I/O nets highlighted:
Bar = 50 µm.
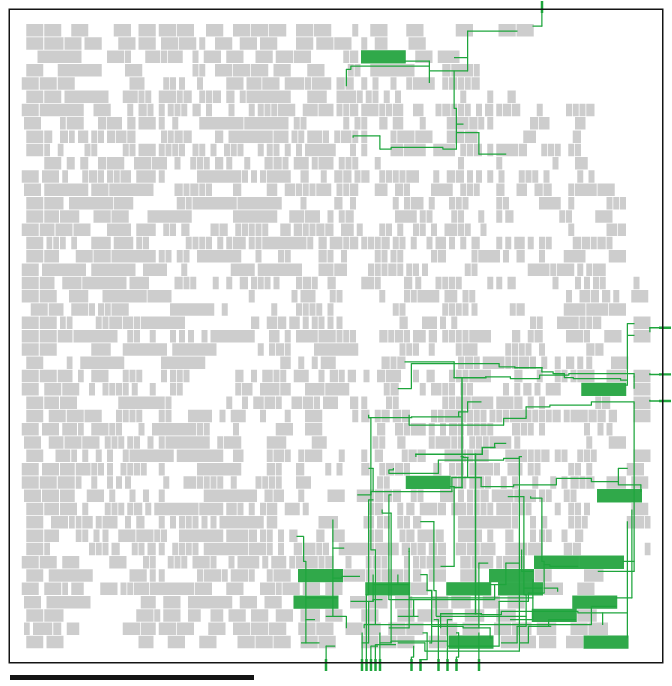
Supply network:
Bar = 50 µm. Pins as bars on the die edge. Tap cells in gray.
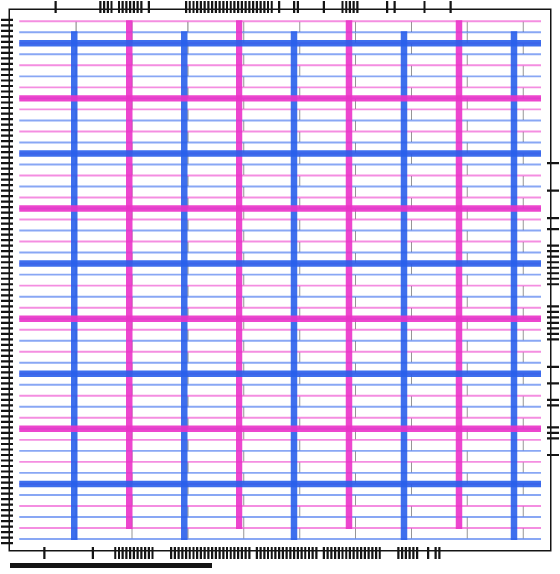
Placement by cell class:
Fill, decap, tap and diode cells in gray.
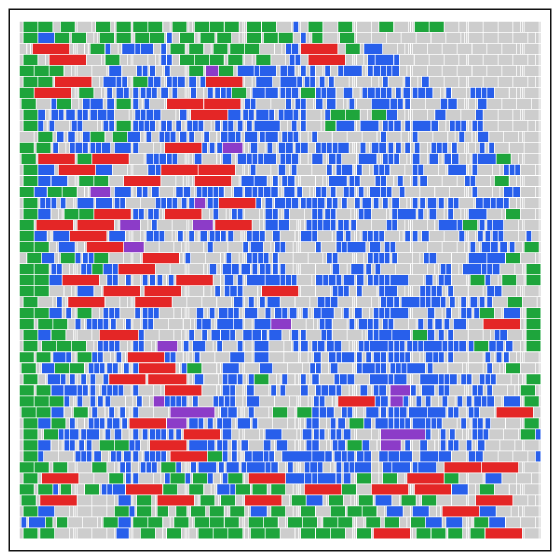
Signal metal coverage by tile:
The die is cut into 27 by 27 equal tiles; dark blue is low, red is high, scaled to the fullest tile. Values are wire area over tile area, all layers added.
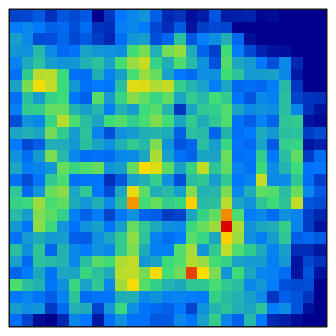
Cell placement:
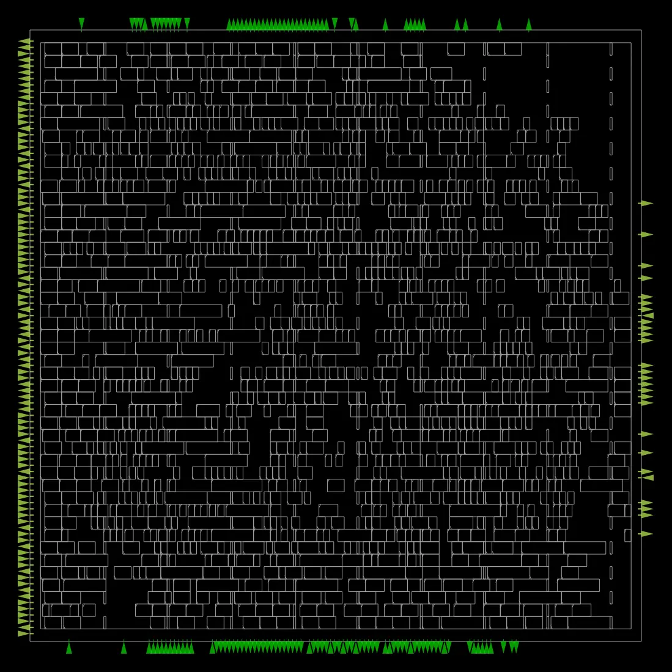
$ cat src/rtl/mips_defs.sv
// Shared MIPS decode constants and fetch FSM encoding used by the fetch/next-PC stage.
package mips_defs;

  localparam logic [5:0] OP_REGIMM = 6'b000001;
  localparam logic [5:0] OP_J      = 6'b000010;
  localparam logic [5:0] OP_JAL    = 6'b000011;
  localparam logic [5:0] OP_BEQ    = 6'b000100;
  localparam logic [5:0] OP_BNE    = 6'b000101;
  localparam logic [5:0] OP_BLEZ   = 6'b000110;
  localparam logic [5:0] OP_BGTZ   = 6'b000111;

  localparam logic [4:0] RT_BLTZ = 5'b00000;
  localparam logic [4:0] RT_BGEZ = 5'b00001;

  localparam logic [31:0] RESET_PC_DEFAULT = 32'h0000_3000;

  typedef enum logic {
    FETCH = 1'b0,
    EXEC  = 1'b1
  } fetch_state_e;

endpackage

$ cat src/rtl/npc_calc.sv
// Combinational next-PC selection: register jump, absolute jump, conditional branch or pc+4.
module npc_calc #(
  parameter int unsigned ADDR_W = 32
) (
  input  logic [ADDR_W-1:0] pc,
  input  logic [31:0]       instr,
  input  logic              branch,
  input  logic              jump,
  input  logic              jr,
  input  logic [31:0]       rs_val,
  input  logic [31:0]       rt_val,
  output logic [ADDR_W-1:0] pc_plus4,
  output logic [ADDR_W-1:0] next_pc
);
  import mips_defs::*;

  logic [5:0]        op;
  logic [4:0]        rt;
  logic [15:0]       imm16;
  logic [31:0]       pc4_w;
  logic [ADDR_W-1:0] br_target;
  logic [ADDR_W-1:0] j_target;
  logic [ADDR_W-1:0] jr_target;
  logic              taken;
  logic              unused_rs_lo;

  assign op    = instr[31:26];
  assign rt    = instr[20:16];
  assign imm16 = instr[15:0];

  assign pc_plus4  = pc + ADDR_W'(4);
  assign pc4_w     = 32'(pc_plus4);
  assign br_target = pc_plus4 + ADDR_W'({{14{imm16[15]}}, imm16, 2'b00});
  assign j_target  = ADDR_W'({pc4_w[31:28], instr[25:0], 2'b00});
  assign jr_target = ADDR_W'({rs_val[31:2], 2'b00});

  // Register targets are forced word-aligned, so the low bits never matter.
  assign unused_rs_lo = ^rs_val[1:0];

  always_comb begin
    taken = 1'b0;
    if (branch) begin
      case (op)
        OP_BEQ:    taken = (rs_val == rt_val);
        OP_BNE:    taken = (rs_val != rt_val);
        OP_BGTZ:   taken = ($signed(rs_val) > 32'sd0);
        OP_BLEZ:   taken = ($signed(rs_val) <= 32'sd0);
        OP_REGIMM: begin
          if (rt == RT_BGEZ) begin
            taken = ~rs_val[31];
          end else if (rt == RT_BLTZ) begin
            taken = rs_val[31];
          end
        end
        default:   taken = 1'b0;
      endcase
    end
  end

  always_comb begin
    next_pc = pc_plus4;
    if (jr) begin
      next_pc = jr_target;
    end else if (jump) begin
      next_pc = j_target;
    end else if (taken) begin
      next_pc = br_target;
    end
  end

endmodule

$ cat src/rtl/instr_fetch_unit.sv
// Single-issue fetch stage: PC register, imem req/ack fetch, instruction register and
// a two-state FETCH/EXEC sequencer that presents each instruction for one execute slot.
module instr_fetch_unit #(
  parameter int unsigned        ADDR_W   = 32,
  parameter logic [ADDR_W-1:0]  RESET_PC = ADDR_W'(mips_defs::RESET_PC_DEFAULT)
) (
  input  logic              clk,
  input  logic              rst_n,
  output logic              imem_req,
  output logic [ADDR_W-1:0] imem_addr,
  input  logic              imem_ack,
  input  logic [31:0]       imem_rdata,
  input  logic              stall,
  input  logic              branch,
  input  logic              jump,
  input  logic              jr,
  input  logic [31:0]       rs_val,
  input  logic [31:0]       rt_val,
  output logic [ADDR_W-1:0] pc,
  output logic [ADDR_W-1:0] pc_plus4,
  output logic [5:0]        op,
  output logic [5:0]        func,
  output logic [4:0]        rs,
  output logic [4:0]        rt,
  output logic [4:0]        rd,
  output logic [4:0]        shamt,
  output logic [15:0]       imm16,
  output logic              instr_valid,
  output logic              retire
);
  import mips_defs::*;

  fetch_state_e      state_q, state_d;
  logic              started_q;
  logic [ADDR_W-1:0] pc_q;
  logic [31:0]       instr_q;
  logic [ADDR_W-1:0] next_pc;
  logic              latch;

  // started_q keeps imem_req low until the first edge after reset release.
  always_ff @(posedge clk or negedge rst_n) begin
    if (!rst_n) begin
      state_q   <= FETCH;
      started_q <= 1'b0;
      pc_q      <= RESET_PC;
      instr_q   <= '0;
    end else begin
      state_q   <= state_d;
      started_q <= 1'b1;
      if (latch) begin
        instr_q <= imem_rdata;
      end
      if (retire) begin
        pc_q <= next_pc;
      end
    end
  end

  always_comb begin
    state_d     = state_q;
    imem_req    = 1'b0;
    instr_valid = 1'b0;
    retire      = 1'b0;
    latch       = 1'b0;
    case (state_q)
      FETCH: begin
        imem_req = started_q;
        if (started_q && imem_ack) begin
          latch   = 1'b1;
          state_d = EXEC;
        end
      end
      EXEC: begin
        instr_valid = 1'b1;
        if (!stall) begin
          retire  = 1'b1;
          state_d = FETCH;
        end
      end
      default: state_d = FETCH;
    endcase
  end

  npc_calc #(
    .ADDR_W (ADDR_W)
  ) u_npc_calc (
    .pc       (pc_q),
    .instr    (instr_q),
    .branch   (branch),
    .jump     (jump),
    .jr       (jr),
    .rs_val   (rs_val),
    .rt_val   (rt_val),
    .pc_plus4 (pc_plus4),
    .next_pc  (next_pc)
  );

  assign imem_addr = pc_q;
  assign pc        = pc_q;
  assign op        = instr_q[31:26];
  assign rs        = instr_q[25:21];
  assign rt        = instr_q[20:16];
  assign rd        = instr_q[15:11];
  assign shamt     = instr_q[10:6];
  assign func      = instr_q[5:0];
  assign imm16     = instr_q[15:0];

endmodule
$ cat config.mk
export PLATFORM = sky130hd
export DESIGN_NAME = instr_fetch_unit
export DESIGN_NICKNAME = d
export VERILOG_FILES = /design/src/rtl/mips_defs.sv /design/src/rtl/npc_calc.sv /design/src/rtl/instr_fetch_unit.sv
export SDC_FILE = /design/constraint.sdc
export NUM_CORES = 1
export LEC_CHECK = 0
export ABC_AREA = 1
export CORE_MARGIN = 2
export CORE_UTILIZATION = 45
export CTS_BUF_LIST = sky130_fd_sc_hd__clkbuf_8
export DETAILED_ROUTE_END_ITERATION = 8
export PLACE_DENSITY = 0.79
export SYNTH_ARGS = -nofsm -noshare
export SYNTH_HDL_FRONTEND = slang
export SYNTH_SLANG_ARGS = --single-unit
$ cat constraint.sdc
create_clock -name clk -period 6.35 [get_ports clk]
set_input_delay 0.635 -clock clk [delete_from_list [all_inputs] [get_ports clk]]
set_output_delay 0.635 -clock clk [all_outputs]
set_load 0.01 [all_outputs]
==> results.yml <==
# physical design summary
synth:
  top_cells_by_count: "411 x nand2_1, 143 x inv_1, 131 x nor2_1"
  synth-compound-area-share_pct: 5.318
  syn-cell-area_um2: 7528
  top_cell: "nand2_1"
  syn_inst: 1208
  ys_sh_xor_pct: 7.213
  synth-edff-count: 0
  muxShareOfSynthArea_pct: 4.188
  synth_flops: 64
  syn_area_per_cell_um2: 6.232
  logic_family: "simple AND/OR/NAND/NOR gates"
  yosys.area_share.adder_pct: 6.249
  netlist-cell-type-count: 41
power:
  p_sw_mw: 1.585
  leakagePower_nw: 4.919
  power.total_mw: 3.312
  p_sw_share_pct: 47.87
  seq_power_mw: 0.715
  maxPowerGroup: "combinational cells"
setup_path:
  rrSetupSlack_ns: 2.53
  critPathMaxFanout: 7
  worstSetupPathType: "register to register"
  cpLargestDelayFamily: "simple AND/OR/NAND/NOR gates"
  crit_top_cell: "nand2_1"
  reg2reg_to: "imem_addr[26]"
  start_kind: "register"
  critPathBufInv: 2
  arrival_ns: 4.07
  critical_path_required_ns: 6.60
  cp_slowest_cell: "dfrtp_1"
  slowest_delay_ns: 0.46
  endpoint_kind: "register"
  endpoint: "imem_addr[26]"
finish:
  largestClassByArea: "combinational gates"
  inv_count: 146
  clk_share_pct: 2.315
  mi_logic_area_um2: 4807
  largest_reg_flops: 32
  final_cell_mix: "411 x nand2_1, 242 x clkdlybuf4s50_1, 143 x inv_1"
  largest_register: "instr_q"
  logic_gates: 921
  n_all_buffers: 250
  nClkBuffers: 10
  area.growth.synth_to_final_pct: 32.09
  antenna_cells: 0
final_timing:
  finalWorstSetupSlack_ns: 2.530
  fmax_mhz: 261.8
  drv_slew: 0
  fin_skew_ns: 0.02143
  worst_pin_slew_ns: 0.9606
clock_tree:
  clockRootBuffer: "clkbuf_8"
  cts_sinks: 64
  cts_buffers: 9
  cts_setup_buffers: 0
  clockBufferDepth: 2
  clkTransAtPathRegs_ns: 0.08
grt:
  antenna_found_initial: 0
  grt_max_degree: 65
  grt_busiest_layer: "met2"
  grt_pass1_vias: 7692
  use_met1_pct: 40.50
outcome:
  status: "finished, final reports clean"
detailed_routing:
  drt_iter0_markers: 558
  drc: 0
  route.met3.wl_mm: 1.732
job:
  warnings: 32
  cap_violations: 0
min_path:
  hp-class: "input pin to asynchronous set/reset pin"
place:
  dp.cells: 1601
floorplan:
  fp_util_pct: 45.72
## Picture notes: 'I/O nets highlighted'
Key: `imm16` = green [bits 16, direction output, edge 12 bottom, 3 right, 1 top, end cells 16, buffers 16, wire 1440 µm]
I/O Pins: 250
Port Buf Inserts: 243

## Picture notes: 'supply network'
Key: VDD = magenta; VSS = blue
The core has 47 rows. 250 signal pins sit on the boundary. 48 met1 rails follow the rows. 220 tap cells.
Core Region: 16470 µm²
Die Y: 133.3 µm
VDD IR max: 0.1429 mV

## Picture notes: 'placement by cell class'
Key: sequential cells = red [cells 64, share of their area 17%]; remaining buffers and delay cells = green [cells 250, share of their area 26%]; remaining logic cells = blue [cells 1067, share of their area 55%]; clock drivers and dummy loads = purple [cells 16, share of their area 2.4%]
flop share of the area: 16.13%
row cnt: 47
Final Cell Area: 9945 µm²
fin util: 60.40%

## Picture notes: 'signal metal coverage by tile'
The mean over all tiles is 0.24. The fullest tile reaches 0.73. The emptiest ninth of the die: top right. 4.9% of the tiles are nearly empty. 16% of the tiles are over half the peak.
All-Layer GR Usage: 29.52%
Vias: 8241
Avg WL per Cell: 16.24 µm

## Picture notes: 'cell placement'
number of flip-flops and latches: 64
Well Taps: 220
final cell count without fillers: 1617
filler instances: 1617

Power figures rest on the tool's default switching activity, not on a simulated workload.
